[src/rtl/io_bridge_fx.sv]
// ---------------------------------------------------------------------------
// io_bridge_fx
//
// Purpose:
//   Buffered, flow-controlled bridge between a core_fx-class processor I/O
//   port and a set of valid/ready stream channels. Each input channel has a
//   one-word hold register. Each output channel has a FIFO of FDEPTH words.
//   The core is stalled when it reads an empty input or writes a full output.
//
// Ports:
//   clk, rst             clock; asynchronous active-high reset
//   req_in, addr_in      core read request and input channel select
//   io_in                read data to core (0 unless a valid read is presented)
//   out_en, addr_out     core write request and output channel select
//   data_out             write data from core
//   stall                core must freeze and hold its I/O request
//   in_data/valid/ready  input stream channels (channel i at [i*NUBITS +: NUBITS])
//   out_data/valid/ready output stream channels (FIFO head of channel c)
//   addr_err             sticky flag: an out-of-range channel was accessed
// ---------------------------------------------------------------------------
module io_bridge_fx #(
    parameter int NUBITS = 32,
    parameter int NUIOIN = 8,
    parameter int NUIOOU = 8,
    parameter int FDEPTH = 4
) (
    input  logic                                          clk,
    input  logic                                          rst,
    input  logic                                          req_in,
    input  logic [((NUIOIN > 1) ? $clog2(NUIOIN) : 1)-1:0] addr_in,
    output logic [NUBITS-1:0]                             io_in,
    input  logic                                          out_en,
    input  logic [((NUIOOU > 1) ? $clog2(NUIOOU) : 1)-1:0] addr_out,
    input  logic [NUBITS-1:0]                             data_out,
    output logic                                          stall,
    input  logic [NUIOIN*NUBITS-1:0]                      in_data,
    input  logic [NUIOIN-1:0]                             in_valid,
    output logic [NUIOIN-1:0]                             in_ready,
    output logic [NUIOOU*NUBITS-1:0]                      out_data,
    output logic [NUIOOU-1:0]                             out_valid,
    input  logic [NUIOOU-1:0]                             out_ready,
    output logic                                          addr_err
);

    localparam int IW = (NUIOIN > 1) ? $clog2(NUIOIN) : 1;
    localparam int OW = (NUIOOU > 1) ? $clog2(NUIOOU) : 1;
    localparam int PW = $clog2(FDEPTH);
    localparam int CW = PW + 1;

    // Input hold registers
    logic [NUBITS-1:0] hold_data_q [NUIOIN];
    logic [NUBITS-1:0] hold_data_d [NUIOIN];
    logic [NUIOIN-1:0] hold_valid_q, hold_valid_d;

    // Output FIFOs
    logic [NUBITS-1:0] mem_q [NUIOOU][FDEPTH];
    logic [NUBITS-1:0] mem_d [NUIOOU][FDEPTH];
    logic [PW-1:0]     wr_ptr_q [NUIOOU];
    logic [PW-1:0]     wr_ptr_d [NUIOOU];
    logic [PW-1:0]     rd_ptr_q [NUIOOU];
    logic [PW-1:0]     rd_ptr_d [NUIOOU];
    logic [CW-1:0]     count_q  [NUIOOU];
    logic [CW-1:0]     count_d  [NUIOOU];

    logic addr_err_q, addr_err_d;

    // Decoded request/handshake terms
    logic [NUIOIN-1:0] rd_sel, rd_fire, load;
    logic [NUIOOU-1:0] wr_sel, wr_fire, full, pop;
    logic              in_stall, out_stall;

    // Address decode and flow control. An out-of-range address selects no
    // channel, so it can never stall. Each direction only commits when the
    // other is not stalling, because the core replays both requests while
    // frozen; committing one side early would duplicate or lose a word.
    // The same gating keeps a stalled read from freeing its hold register.
    always_comb begin
        rd_sel = '0;
        wr_sel = '0;
        full   = '0;
        pop    = '0;
        for (int i = 0; i < NUIOIN; i++) begin
            rd_sel[i] = req_in && (addr_in == IW'(i));
        end
        for (int c = 0; c < NUIOOU; c++) begin
            wr_sel[c] = out_en && (addr_out == OW'(c));
            full[c]   = (count_q[c] == CW'(FDEPTH));
            pop[c]    = (count_q[c] != '0) && out_ready[c];
        end
        in_stall  = |(rd_sel & ~hold_valid_q);
        out_stall = |(wr_sel & full);
        stall     = ~rst & (in_stall | out_stall);
        rd_fire   = rd_sel & hold_valid_q & {NUIOIN{~out_stall}};
        wr_fire   = wr_sel & ~full & {NUIOOU{~in_stall}};
        in_ready  = rst ? '0 : (~hold_valid_q | rd_fire);
        load      = in_valid & in_ready;
    end

    // Read data and output stream views of the registered state
    always_comb begin
        io_in     = '0;
        out_data  = '0;
        out_valid = '0;
        for (int i = 0; i < NUIOIN; i++) begin
            if (rd_sel[i] && hold_valid_q[i]) begin
                io_in = hold_data_q[i];
            end
        end
        for (int c = 0; c < NUIOOU; c++) begin
            out_data[c*NUBITS +: NUBITS] = mem_q[c][rd_ptr_q[c]];
            out_valid[c]                 = (count_q[c] != '0);
        end
        addr_err = addr_err_q;
    end

    // Input hold registers: a refill on the same edge as a consume wins,
    // which gives one word per cycle on a continuously read channel.
    always_comb begin
        hold_data_d  = hold_data_q;
        hold_valid_d = hold_valid_q;
        for (int i = 0; i < NUIOIN; i++) begin
            if (load[i]) begin
                hold_data_d[i]  = in_data[i*NUBITS +: NUBITS];
                hold_valid_d[i] = 1'b1;
            end else if (rd_fire[i]) begin
                hold_valid_d[i] = 1'b0;
            end
        end
    end

    // Output FIFO pointers and occupancy. A push is only admitted on the
    // registered count, so a pop on a full FIFO frees the slot for the next
    // cycle rather than the current one.
    always_comb begin
        mem_d    = mem_q;
        wr_ptr_d = wr_ptr_q;
        rd_ptr_d = rd_ptr_q;
        count_d  = count_q;
        for (int c = 0; c < NUIOOU; c++) begin
            if (wr_fire[c]) begin
                mem_d[c][wr_ptr_q[c]] = data_out;
                wr_ptr_d[c]           = wr_ptr_q[c] + PW'(1);
            end
            if (pop[c]) begin
                rd_ptr_d[c] = rd_ptr_q[c] + PW'(1);
            end
            case ({wr_fire[c], pop[c]})
                2'b10:   count_d[c] = count_q[c] + CW'(1);
                2'b01:   count_d[c] = count_q[c] - CW'(1);
                default: count_d[c] = count_q[c];
            endcase
        end
    end

    // Sticky out-of-range detector: a request that decodes to no channel
    always_comb begin
        addr_err_d = addr_err_q | (req_in & ~|rd_sel) | (out_en & ~|wr_sel);
    end

    // Control state with asynchronous reset; reset discards all buffered data
    always_ff @(posedge clk or posedge rst) begin
        if (rst) begin
            hold_valid_q <= '0;
            addr_err_q   <= 1'b0;
            for (int i = 0; i < NUIOIN; i++) begin
                hold_data_q[i] <= '0;
            end
            for (int c = 0; c < NUIOOU; c++) begin
                wr_ptr_q[c] <= '0;
                rd_ptr_q[c] <= '0;
                count_q[c]  <= '0;
            end
        end else begin
            hold_valid_q <= hold_valid_d;
            hold_data_q  <= hold_data_d;
            addr_err_q   <= addr_err_d;
            wr_ptr_q     <= wr_ptr_d;
            rd_ptr_q     <= rd_ptr_d;
            count_q      <= count_d;
        end
    end

    // FIFO storage needs no reset; occupancy alone decides what is visible
    always_ff @(posedge clk) begin
        mem_q <= mem_d;
    end

endmodule

[config.mk]
export PLATFORM = sky130hd
export DESIGN_NAME = io_bridge_fx
export DESIGN_NICKNAME = d
export VERILOG_FILES = /design/src/rtl/io_bridge_fx.sv
export SDC_FILE = /design/constraint.sdc
export NUM_CORES = 1
export LEC_CHECK = 0
export CAP_MARGIN = 25
export CORE_ASPECT_RATIO = 0.7
export CORE_MARGIN = 1.5
export CORE_UTILIZATION = 40
export DETAILED_ROUTE_END_ITERATION = 10
export SLEW_MARGIN = 20
export SYNTH_ARGS = -nofsm -noshare
export SYNTH_HDL_FRONTEND = slang
export SYNTH_SLANG_ARGS = --single-unit
[constraint.sdc]
create_clock -name clk -period 21.2 [get_ports clk]
set_input_delay 4.24 -clock clk [delete_from_list [all_inputs] [get_ports clk]]
set_output_delay 4.24 -clock clk [all_outputs]
set_load 0.01 [all_outputs]
congestion_map.png
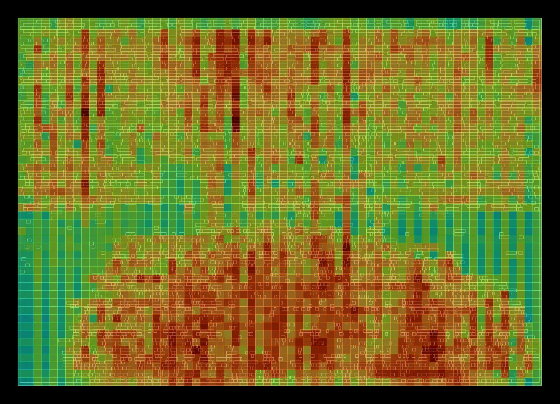
GRT Overall Usage: 29.2%
Avg WL per Cell: 35.3 um

ff_map.png
(1 px per um) Other sequential cells in the stronger grey, the rest of the logic in the fainter grey.
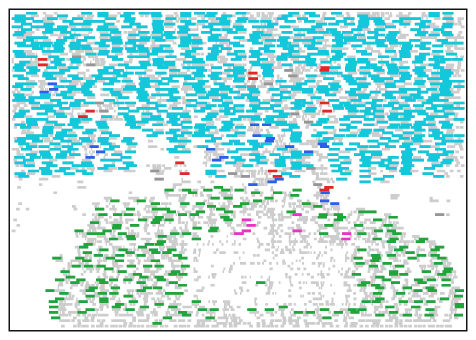
Key: hold_valid_q = magenta [flops 8]; hold_data_q = green [flops 256]; mem_q = cyan [flops 1024]; count_q = blue [flops 24]; rd_ptr_q = red [flops 16]
Another 17 sequential cells are not coloured.

clock_wires.png
(1 px per um)
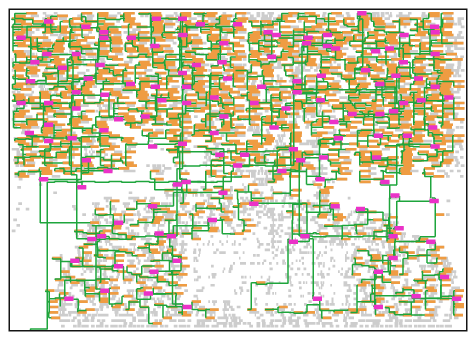
Key: clock wires = green [length 17000 um]; clock-net drivers = magenta [count 136]; flip-flops = orange [count 1345]
Position of the flops: all over the die. There are 137 routed clock nets.

==> run_results.csv <==
group,metric,value,unit
run_status,status,"finished clean",
global_route,use_met1,41.4,%
yosys,logic_family,"AND-OR/OR-AND gates",
setup_path,cp_top_family,"simple AND/OR/NAND/NOR gates",
yosys,ff_type,"edfxtp_1",
clocking,clock_tree.root_cell,"clkbuf_16",
route,ant_nets,0,
layout,design_area,70200,sq um
place,dpl.hpwl,148,mm
yosys,synth-seq-cells,1345,
final_timing,setup_tns,0,ns
setup_path,path_cells,"clkdlybuf4s50_1 > nor2b_1 > and3_2 > a22oi_1 > a21oi_1 > o22a_1 > clkdlybuf4s50_1",
yosys,synth_xor_xnor_area_share,0.732,%
power,p_leak,0.0244,uW
yosys,edf_count,1024,
global_route,met2_usage,41.8,%
route,wl_met2,94.3,mm
yosys,syn_area_per_cell,16.2,sq um
setup_path,r2r_cells,12,
setup_path,reg2reg_setup_slack,16.78,ns
layout,finalNonFillerCells,6136,
setup_path,endpoint_kind,"output pin",
job,warnings,60,
setup_path,worst-path-buf-inv,2,
final_timing,worstMarginPinSlew,1.17,ns
global_route,grt_max_degree,131,
global_route,overflow,0,
setup_path,crit_type,"input port to output pin",
setup_path,arrival,7.73,ns
power,powerComb,2310,uW
setup_path,crit_end,"io_in[7]",
yosys,yosysTopAreaCell,"edfxtp_1",
yosys,synth.most_common_cell,"edfxtp_1",
yosys,yosys_cells,3556,
final_timing,min_period,11.97,ns
layout,fin_util,49.2,%
floorplan,fp.dieW,456,um
clocking,cts_tree,"built",
setup_path,r2r_start,"hold_valid_q[1]",
yosys,yosysTopAreaCellShare,53.5,%
yosys,ys_seq_share,67.5,%
setup_path,crit_path_start,"addr_in[1]",
power,comb_power_share,29.1,%
layout,nets,4469,
layout,largestRegisters,"mem_q x1024, hold_data_q x256, count_q x24",
yosys,synthAdderAreaFrac,1.15,%
power,pwr_density_cell,113,nW/um^2
place,dp_slack,9.37,ns
worst_hold_path,min_to,"addr_err",
final_timing,clock.fmax,83.5,MHz
clocking,post-cts-setup-buffers,0,
place,placed_area,65700,sq um
place,io_buffers,619,
layout,syn2layout_area_growth,22.2,%
global_route,antenna_found_initial,65,
route,drtIter0Drc,5009,
layout,largest_reg_flops,1024,
final_timing,final_hold_viol_count,0,
setup_path,cp.depth,7,
yosys,top_cells_by_count,"1024 x edfxtp_1, 377 x o211ai_1, 321 x dfrtp_1, 320 x a22oi_1, 309 x nand2_1",
final_timing,drv_slew,0,
final_timing,setup_viol_count_final,0,
power,seq_power_share,40.4,%
yosys,netlist_area,57500,sq um
global_route,grtUsageMet3,9.98,%
place,dp_cells,5855,
floorplan,fp_util,40.2,%
final_timing,fin_hold_ws,0.374,ns
yosys,fp_nets,3918,
clocking,clk_latency,0.79,ns
yosys,simple_gate_share,3.53,%
floorplan.png
Pins as bars on the die edge.
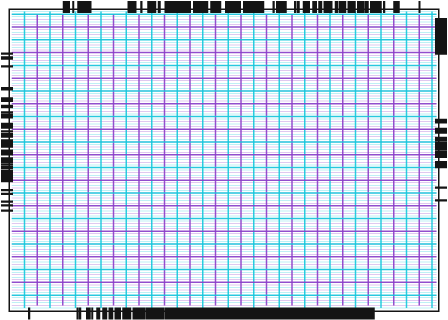
Key: VDD = purple; VSS = cyan
23 straps on met5. The core has 116 rows. 117 met1 rails follow the rows.

class_map.png
(1 px per um) Fill, decap, tap and diode cells in grey.
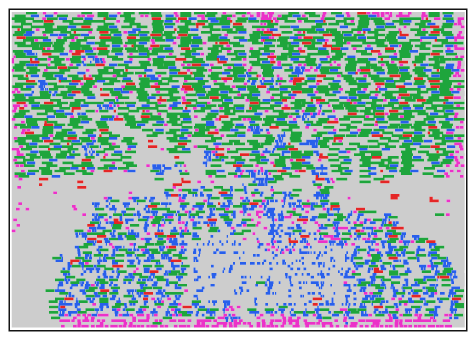
Key: clock drivers and dummy loads = red [cells 247, share of their area 6.5%]; remaining logic cells = blue [cells 1901, share of their area 26%]; remaining buffers and delay cells = magenta [cells 723, share of their area 10%]; registers = green [cells 1345, share of their area 57%]

==> layout make-up <==
| cell class | instances | area (sq um) | area share [%] |
|---|---|---|---|
| Multi-Input combinational cell | 1851 | 17300 | 24.6 |
| Timing Repair Buffer | 723 | 7040 | 10.0 |
| Tap cell | 1888 | 2360 | 3.37 |
| Inverter | 50 | 195 | 0.278 |
| Clock buffer | 187 | 3850 | 5.49 |
| Sequential cell | 1345 | 38800 | 55.3 |
| Antenna cell | 32 | 80.1 | 0.114 |
| Clock inverter | 60 | 581 | 0.827 |
No activity file was given, so power comes from the tool's default toggle rates.
